### config.mk
export PLATFORM = sky130hd
export DESIGN_NAME = ifex_launch_ctrl
export DESIGN_NICKNAME = d
export VERILOG_FILES = /design/src/rtl/ifex_ctrl_pkg.sv /design/src/rtl/sat_cnt.sv /design/src/rtl/ifex_launch_ctrl.sv
export SDC_FILE = /design/constraint.sdc
export NUM_CORES = 1
export LEC_CHECK = 0
export CAP_MARGIN = 40
export CORE_MARGIN = 2
export CORE_UTILIZATION = 33
export CTS_BUF_LIST = sky130_fd_sc_hd__clkbuf_8
export CTS_CLUSTER_SIZE = 40
export DETAILED_ROUTE_END_ITERATION = 16
export PLACE_DENSITY_LB_ADDON = 0.15
export SLEW_MARGIN = 40
export SYNTH_ARGS = -nofsm -noshare
export SYNTH_HDL_FRONTEND = slang
export SYNTH_SLANG_ARGS = --single-unit
### constraint.sdc
create_clock -name clk -period 3.27 [get_ports clk]
set_input_delay 0.327 -clock clk [delete_from_list [all_inputs] [get_ports clk]]
set_output_delay 0.327 -clock clk [all_outputs]
set_load 0.02 [all_outputs]
### src/rtl/ifex_ctrl_pkg.sv
// Shared types and ex-bus address helpers for the ifex launch controller.
package ifex_ctrl_pkg;

  typedef enum logic [1:0] {
    S_IDLE,
    S_LOAD,
    S_RUN,
    S_WAIT
  } state_t;

  // EXSEL code that routes an ex-bus access to the core's instruction memory.
  localparam int unsigned EX_IMEM_CODE = 0;

  // Build an ex-bus address: EXSEL in the MSBs, word address below it.
  function automatic logic [31:0] exa_pack(input int unsigned sel,
                                           input int unsigned addr,
                                           input int unsigned insta_w);
    return 32'((sel << insta_w) | addr);
  endfunction

  // Extract the EXSEL field from an ex-bus address.
  function automatic logic [31:0] exsel_of(input logic [31:0] exa,
                                           input int unsigned insta_w);
    return exa >> insta_w;
  endfunction

endpackage

### src/rtl/sat_cnt.sv
// Saturating up-counter with synchronous clear and count enable.
module sat_cnt #(
  parameter int unsigned W = 16
) (
  input  logic         clk,
  input  logic         rst,
  input  logic         clr,
  input  logic         en,
  output logic [W-1:0] q
);

  // Count up on enable, hold at all-ones; clear takes priority.
  always_ff @(posedge clk) begin
    if (rst || clr) begin
      q <= '0;
    end else if (en && (q != '1)) begin
      q <= q + W'(1);
    end
  end

endmodule

### src/rtl/ifex_launch_ctrl.sv
// Host-side sequencer for one ifex core: loads imem over the ex bus,
// starts the core, waits for done or timeout, then hands the bus back.
module ifex_launch_ctrl
  import ifex_ctrl_pkg::*;
#(
  parameter int unsigned CPU_W   = 16,
  parameter int unsigned EXA_W   = 8,
  parameter int unsigned INSTA_W = 6,
  parameter int unsigned TMO_W   = 16,
  parameter int unsigned EX_IMEM = EX_IMEM_CODE
) (
  input  logic               clk,
  input  logic               rst,
  input  logic               cfg_start,
  input  logic               cfg_abort,
  input  logic [INSTA_W:0]   cfg_len,
  input  logic [TMO_W-1:0]   cfg_tmo,
  input  logic               s_valid,
  input  logic [CPU_W-1:0]   s_data,
  output logic               s_ready,
  input  logic               host_we,
  input  logic               host_re,
  input  logic [EXA_W-1:0]   host_a,
  input  logic [CPU_W-1:0]   host_wd,
  output logic [CPU_W-1:0]   host_rd,
  output logic               host_gnt,
  output logic               o_run,
  output logic               o_exwe,
  output logic               o_exre,
  output logic [EXA_W-1:0]   o_exa,
  output logic [CPU_W-1:0]   o_exwd,
  input  logic [CPU_W-1:0]   i_exrd,
  input  logic               i_done,
  output logic               o_busy,
  output logic               o_fin,
  output logic               o_tmo,
  output logic [TMO_W-1:0]   o_cycles
);

  localparam logic [INSTA_W:0] DEPTH   = {1'b1, {INSTA_W{1'b0}}};
  localparam logic [INSTA_W:0] ADDR_1  = (INSTA_W+1)'(1);
  localparam logic [TMO_W:0]   CYC_1   = (TMO_W+1)'(1);

  state_t state, state_nx;

  logic [INSTA_W:0] len_q;
  logic [TMO_W-1:0] tmo_q;
  logic [INSTA_W:0] addr;
  logic             ld_we;
  logic [EXA_W-1:0] ld_a;
  logic [CPU_W-1:0] ld_wd;
  logic             run_q;
  logic             fin_q;
  logic             tmo_flag;

  logic start_ok;
  logic load_acc;
  logic load_last;
  logic done_hit;
  logic tmo_hit;
  logic cyc_en;

  // State register.
  always_ff @(posedge clk) begin
    if (rst) begin
      state <= S_IDLE;
    end else begin
      state <= state_nx;
    end
  end

  // Next-state: abort overrides everything, done beats timeout in WAIT.
  always_comb begin
    state_nx = state;
    if (cfg_abort) begin
      state_nx = S_IDLE;
    end else begin
      unique case (state)
        S_IDLE: if (cfg_start) state_nx = S_LOAD;
        S_LOAD: if ((len_q == '0) || load_last) state_nx = S_RUN;
        S_RUN:  state_nx = S_WAIT;
        S_WAIT: if (done_hit || tmo_hit) state_nx = S_IDLE;
        default: state_nx = S_IDLE;
      endcase
    end
  end

  // Outputs and decode: host owns the bus in IDLE unless a start arrives,
  // otherwise the bus carries the registered loader write.
  always_comb begin
    start_ok  = (state == S_IDLE) && cfg_start && !cfg_abort;
    s_ready   = (state == S_LOAD) && !cfg_abort;
    load_acc  = s_valid && s_ready;
    load_last = load_acc && ((addr + ADDR_1) == len_q);
    done_hit  = (state == S_WAIT) && i_done;
    tmo_hit   = (state == S_WAIT) && !i_done && (tmo_q != '0) &&
                (({1'b0, o_cycles} + CYC_1) == {1'b0, tmo_q});
    cyc_en    = (state == S_WAIT);
    host_gnt  = (state == S_IDLE) && !cfg_start;
    o_busy    = (state != S_IDLE);
    host_rd   = i_exrd;
    o_run     = run_q;
    o_fin     = fin_q;
    o_tmo     = tmo_flag;
    if (state == S_IDLE) begin
      o_exwe = host_we && host_gnt;
      o_exre = host_re && host_gnt;
      o_exa  = host_a;
      o_exwd = host_wd;
    end else begin
      o_exwe = ld_we;
      o_exre = 1'b0;
      o_exa  = ld_a;
      o_exwd = ld_wd;
    end
  end

  // Loader, run handshake and status registers. o_run follows the next
  // state so it rises only after the final imem write has left the bus.
  always_ff @(posedge clk) begin
    if (rst) begin
      len_q    <= '0;
      tmo_q    <= '0;
      addr     <= '0;
      ld_we    <= 1'b0;
      ld_a     <= '0;
      ld_wd    <= '0;
      run_q    <= 1'b0;
      fin_q    <= 1'b0;
      tmo_flag <= 1'b0;
    end else begin
      if (start_ok) begin
        len_q <= (cfg_len > DEPTH) ? DEPTH : cfg_len;
        tmo_q <= cfg_tmo;
        addr  <= '0;
      end
      ld_we <= load_acc;
      if (load_acc) begin
        ld_a  <= EXA_W'(exa_pack(EX_IMEM, 32'(addr[INSTA_W-1:0]), INSTA_W));
        ld_wd <= s_data;
        addr  <= addr + ADDR_1;
      end
      run_q <= (state_nx == S_WAIT);
      fin_q <= done_hit && !cfg_abort;
      if (start_ok) begin
        tmo_flag <= 1'b0;
      end else if (tmo_hit && !cfg_abort) begin
        tmo_flag <= 1'b1;
      end
    end
  end

  sat_cnt #(.W(TMO_W)) u_cycles (
    .clk (clk),
    .rst (rst),
    .clr (start_ok),
    .en  (cyc_en),
    .q   (o_cycles)
  );

endmodule

==> run summary <==
Flow results.

- The run finished with clean final reports.
- After synthesis, flip-flops and latches occupy 37.0% of the total area.
- Along the worst path, the maximum fanout reaches 12.
- The estimated wirelength of the detail-placed design is 8270 um.
- The data arrival time reported for the critical path is 2880 ps.
- By area the synthesized netlist is led by sky130_fd_sc_hd__dfxtp_1 (37%), sky130_fd_sc_hd__nand2_1 (16%), sky130_fd_sc_hd__a21oi_1 (7.1%).
- Sorting the synthesized cells by how often they occur yields sky130_fd_sc_hd__nand2_1 (170), sky130_fd_sc_hd__dfxtp_1 (74), sky130_fd_sc_hd__a21oi_1 (57).
- The required arrival time at the worst endpoint is 3500 ps.
- In this run the vertical extent of the chip is 114 um.
- The average cell area after synthesis is 7.30 um2.
- The tally of unique sky130hd cells used after synthesis is 49.
- OpenROAD reports that the post-layout worst path occupies 81.1% of the period.
- The part of the power in the clock network is 39.6%.
- For the final routed database, the setup TNS stands at 0 ps.
- The chip occupies 13000 um2.
- The total number of yosys warnings is 0.
- 151 I/O pins were placed.
- Global routing consumed, over all layers together, 16.9% of the routing resources.
- At the pin with the least slew margin, the transition time is 592 ps.
- The routed length per placed instance is 13.9 um.
- The timing report shows that the slowest cell on the worst path is sky130_fd_sc_hd__dfxtp_1.
- Looking at the power breakdown, sequential logic takes 42.4% of the total.
- The via density per instance is 4.90.
- The area of the placeable core is 11900 um2.
- The total clock buffers created by CTS is 9.
- The combined area of all synthesized cells is 4000 um2.
- The max-capacitance violation count is 0.
- In the hold report, the worst path ends at ld_wd[7].
- Global routing finished with a remaining overflow of 0.
- Once iteration 0 of detailed routing completed, the report listed 211 DRC markers.
- The clock H-tree reported by CTS has 3 levels.
- According to the CTS report, the clock sink count is 74.
- The number of global-route vias before repair is 3486.
- TritonCTS built the clock tree.
- The clock transition at the registers of the reported paths is 80 ps.
- For this run, the top clock speed supported by timing is 377 MHz.
- The share of final-layout standard cells stronger than drive strength 1 is 5.77%.
- The internal reg-to-reg setup slack is 620 ps.
- The number of instances in the synthesized netlist is 548.
- The quantity of gates resized following cts is 0.
- The cell internal power dissipation is 1.65 mW.
- The class of the most critical hold timing path is reg2reg.
- In this run the post-CTS setup repair buffer count came out at 0.
- The switching power of the nets is 0.578 mW.
- The number of max-slew violations in the final report is 0.
- The script computed a power per unit cell area of 412 nW/um2.
- Of all flip-flops after synthesis, the portion carrying an async set or reset was 0%.
- Switching power as a fraction of the total was reported as 25.9%.
- Per the finish-stage timing summary, setup violations number 0.
- The number of diodes added for antenna fixing is 0.
- The number of antenna violations at the first check in global routing is 0.
- The leakage component of the power was reported as 1.94 nW.
- The count of buffers added on input and output ports is 118.
- The largest clock skew in the final design is 7.03 ps.
- Before antenna repair, the detailed router went through 4 iterations.
- In this run the clock root is driven by a sky130_fd_sc_hd__clkbuf_8.
- The cell count listed in synth_stat.txt is 548.
- The startpoint of the most critical register-to-register path is u_cycles.q[0].
- By instance count after routing, the leading logic cell types are sky130_fd_sc_hd__nand2_1 (170), sky130_fd_sc_hd__clkdlybuf4s50_1 (117), sky130_fd_sc_hd__dfxtp_1 (74), sky130_fd_sc_hd__a21oi_1 (57), sky130_fd_sc_hd__nor2_1 (34).
- The post-detailed-route count of antenna-violating nets is 0.
- The commonest register cell is sky130_fd_sc_hd__dfxtp_1.
- The placement summary gives the final routability congestion estimate as 0.845.
- The buffer and inverter count on the worst path is 0.
- The post-route DRC violation count is 0.
- Once synthesis finished, the tally of register bits stood at 74.
- The width of the die is 114 um.
- The leading area contributor after synthesis is sky130_fd_sc_hd__dfxtp_1.
- The launch instance of the worst min-delay path is ld_wd[7].
- The number of nets at floorplan is 637.
- The worst slack at placement is 645 ps.
- The first-pass GRT wire length is 17500 um.
- The worst slew margin relative to its limit is 60.5%.
- In this run, post-CTS hold repair placed 0 buffers.
- Once the floorplan was initialized, standard cells occupied 33.6% of the core.
- For reference, the final report shows the hold violation count at 0.
- Combinational logic burns 18.0% of the power.
- The path depth of the worst reg2reg path is 8.
- The fraction of post-synthesis cell area in the top cell type by area is 37.0%.
- Entering global routing, the biggest net connects 57 pins.
- In this run the most used layer during global routing was met2.
- Grouping stages by cell kind, the critical path spends the most delay in simple AND/OR/NAND/NOR gates.
- The top cell type by instance count after synthesis is sky130_fd_sc_hd__nand2_1.
- The area added between synthesis and finish is 35.2%.
- The type of origin of the critical path is a flop.
- The number of warnings in the stage logs is 26.
- The clock latency of the later-clocked register in the worst-skew pair is 350 ps.
- Setup repair after global routing left no endpoint under its margin.
- The tally of filler cells in the layout is 1251.
- The capture instance of the worst register-to-register path is o_run.
- The maximum buffer depth of the clock tree is 2.
- The maximum vdd drop is 0.272 mV.
- The final net count is 725.
- The yosys synthesis chip area is 4000 um2.
- The delay of the slowest cell on the worst path is 500 ps.
- The post-layout minimum cycle time is 2650 ps.
- The category of the critical setup timing path is reg2reg.
- The number of cell rows is 40.
- The instance count along the most critical hold path is 2.
- The type of destination of the critical path is a flop.
- The count of library flops with an enable pin is 0.
- Setup slack on the critical path of the routed design comes to 619 ps.
- In this run the critical path is formed by ha_1, nand3_1, xnor2_1, mux2_2, nor2_1, nand4_1, nor4_4, o21ai_1.
-- state kept, by name (all words and copies together) (netlist names) --
name	flops
addr	7
ld_a	6
ld_wd	16
ld_we	1
len_q	7
o_fin	1
o_run	1
o_tmo	1
state	2
tmo_q	16
u_cycles.q	16
-- logic make-up (layout without fill, tap and decap cells) --
logic type | Yosys count | count (layout) | share of synthesized area [%]
compound gates | 89 | 89 | 12.4
xor+xnor | 39 | 39 | 8.53
fa+ha+maj | 2 | 2 | 0.625
buf+inv | 52 | 145 | 6.94
flops | 74 | 74 | 37.0
mux | 5 | 5 | 1.44
simple gates | 287 | 287 | 33.1
-- per-stage QoR --
step / cell area [um2] / total power, mW / hold slack, ps / utilization [%] / cells
CTS: 5410 / 2.26 / 452 / 45.4 / 788
global route: 5410 / 2.33 / 475 / 45.4 / 788
floorplan: 4000 / 1.19 / 437 / - / 548
detailed placement: 5160 / 1.37 / 447 / 43.3 / 772
finish: 5410 / 2.23 / 457 / 45.4 / 788
global placement: 5160 / 1.37 / 443 / 43.3 / 772
-- worst max-delay path by stage --
stage / slack (ps) / to / depth (start not counted) / start
CTS: 610 / o_run / 8 / u_cycles.q[0]
global placement: 770 / o_run / 8 / u_cycles.q[0]
global route: 370 / o_run / 8 / u_cycles.q[0]
detailed placement: 650 / o_run / 8 / u_cycles.q[0]
floorplan: 940 / o_run / 8 / u_cycles.q[0]
finish: 620 / o_run / 8 / u_cycles.q[0]
-- worst register-to-register path: cells and delay by family (launching register included) --
kind	cells	cell delay [ps]
and+or+nand+nor	4	950
DFF	1	500
muxes	1	360
xor gates and xnor gates	1	310
adders and majority gates	1	280
AOI/OAI and AO/OA	1	120
-- routing by layer --
layer,wire length (um),vias up,share of wire (%)
met5,0,-,0
met4,115,0,1.0
met3,399,9,3.6
met2,5480,64,50
met1,4990,1791,45
li1,-,1995,-
-- layout make-up --
cell class / count / area (um2) / share of cell area [%]
Timing Repair Buffer: 126 / 1240 / 22.9
Inverter: 3 / 11.3 / 0.208
Sequential cell: 74 / 1480 / 27.4
Multi-Input combinational cell: 422 / 2240 / 41.5
Tap cell: 147 / 184 / 3.40
Clock inverter: 6 / 114 / 2.10
Clock buffer: 10 / 138 / 2.54
-- power by group through the flow --
| stage | clock network, mW | registers (mW) | logic [mW] |
|---|---|---|---|
| 2_1_floorplan | 0 | 0.958 | 0.231 |
| 3_3_place_gp | 0 | 0.966 | 0.403 |
| 3_5_place_dp | 0 | 0.966 | 0.405 |
| 4_1_cts | 0.907 | 0.944 | 0.407 |
| 5_1_grt | 0.943 | 0.948 | 0.437 |
| 6_report | 0.884 | 0.944 | 0.401 |
Fig. 1: M1 wires
Supply wires on this layer in grey.
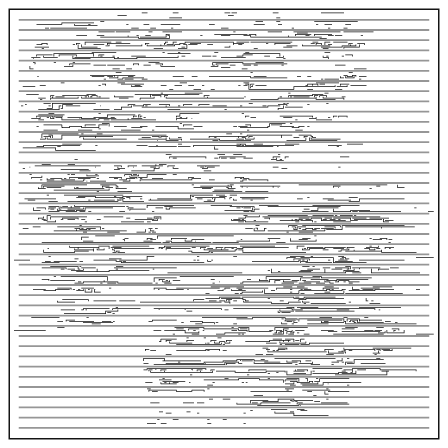
nets with wire on the layer: 639
wire length on this layer: 4990 um
longest straight run: 33.6 um
share of all routed wire: 45%
met1 track demand over resource: 22.2%
DRT Wirelength: 11000 um
detailed-route via count: 3859

Fig. 2: the metal 2 layer
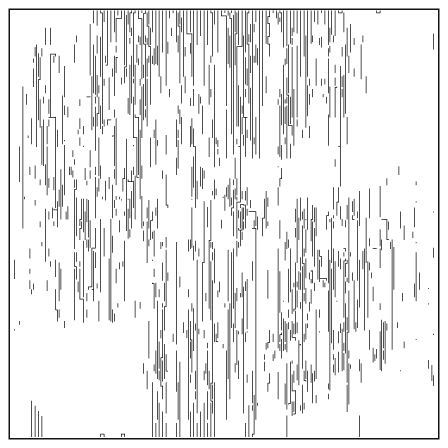
main direction: vertical
longest straight run: 51.0 um
wire length on this layer: 5480 um
share of all routed wire: 50%
met2 layer usage reported by global route: 28.3%

Fig. 3: signal wires on met3
Scale bar: 20 um. Cells faint in the background.
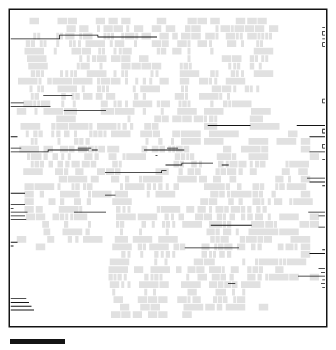
wire length on this layer: 400 um
longest straight run: 21.2 um
main direction: horizontal
met3 layer usage reported by global route: 3.76%

Fig. 4: gate families picked out
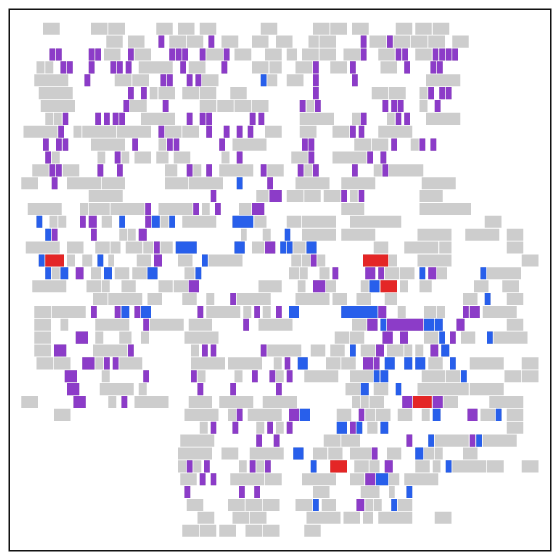
[red] multiplexers | cells: 5
[blue] NOR gates | cells: 63 | most used: nor2_1
[purple] NAND gates | cells: 204 | most used: nand2_1 | where: widely spread
Non-Filler Instances: 788
multi-input gate share of total cell area: 41.5%
most frequent logic cell in the layout: sky130_fd_sc_hd__nand2_1

Fig. 5: clock nets
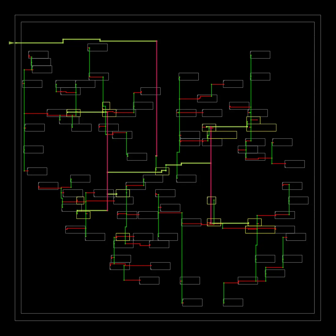
clock buffer count: 10
total clock network power: 0.884 mW
flop count: 74

No activity file was given, so power comes from the tool's default toggle rates.
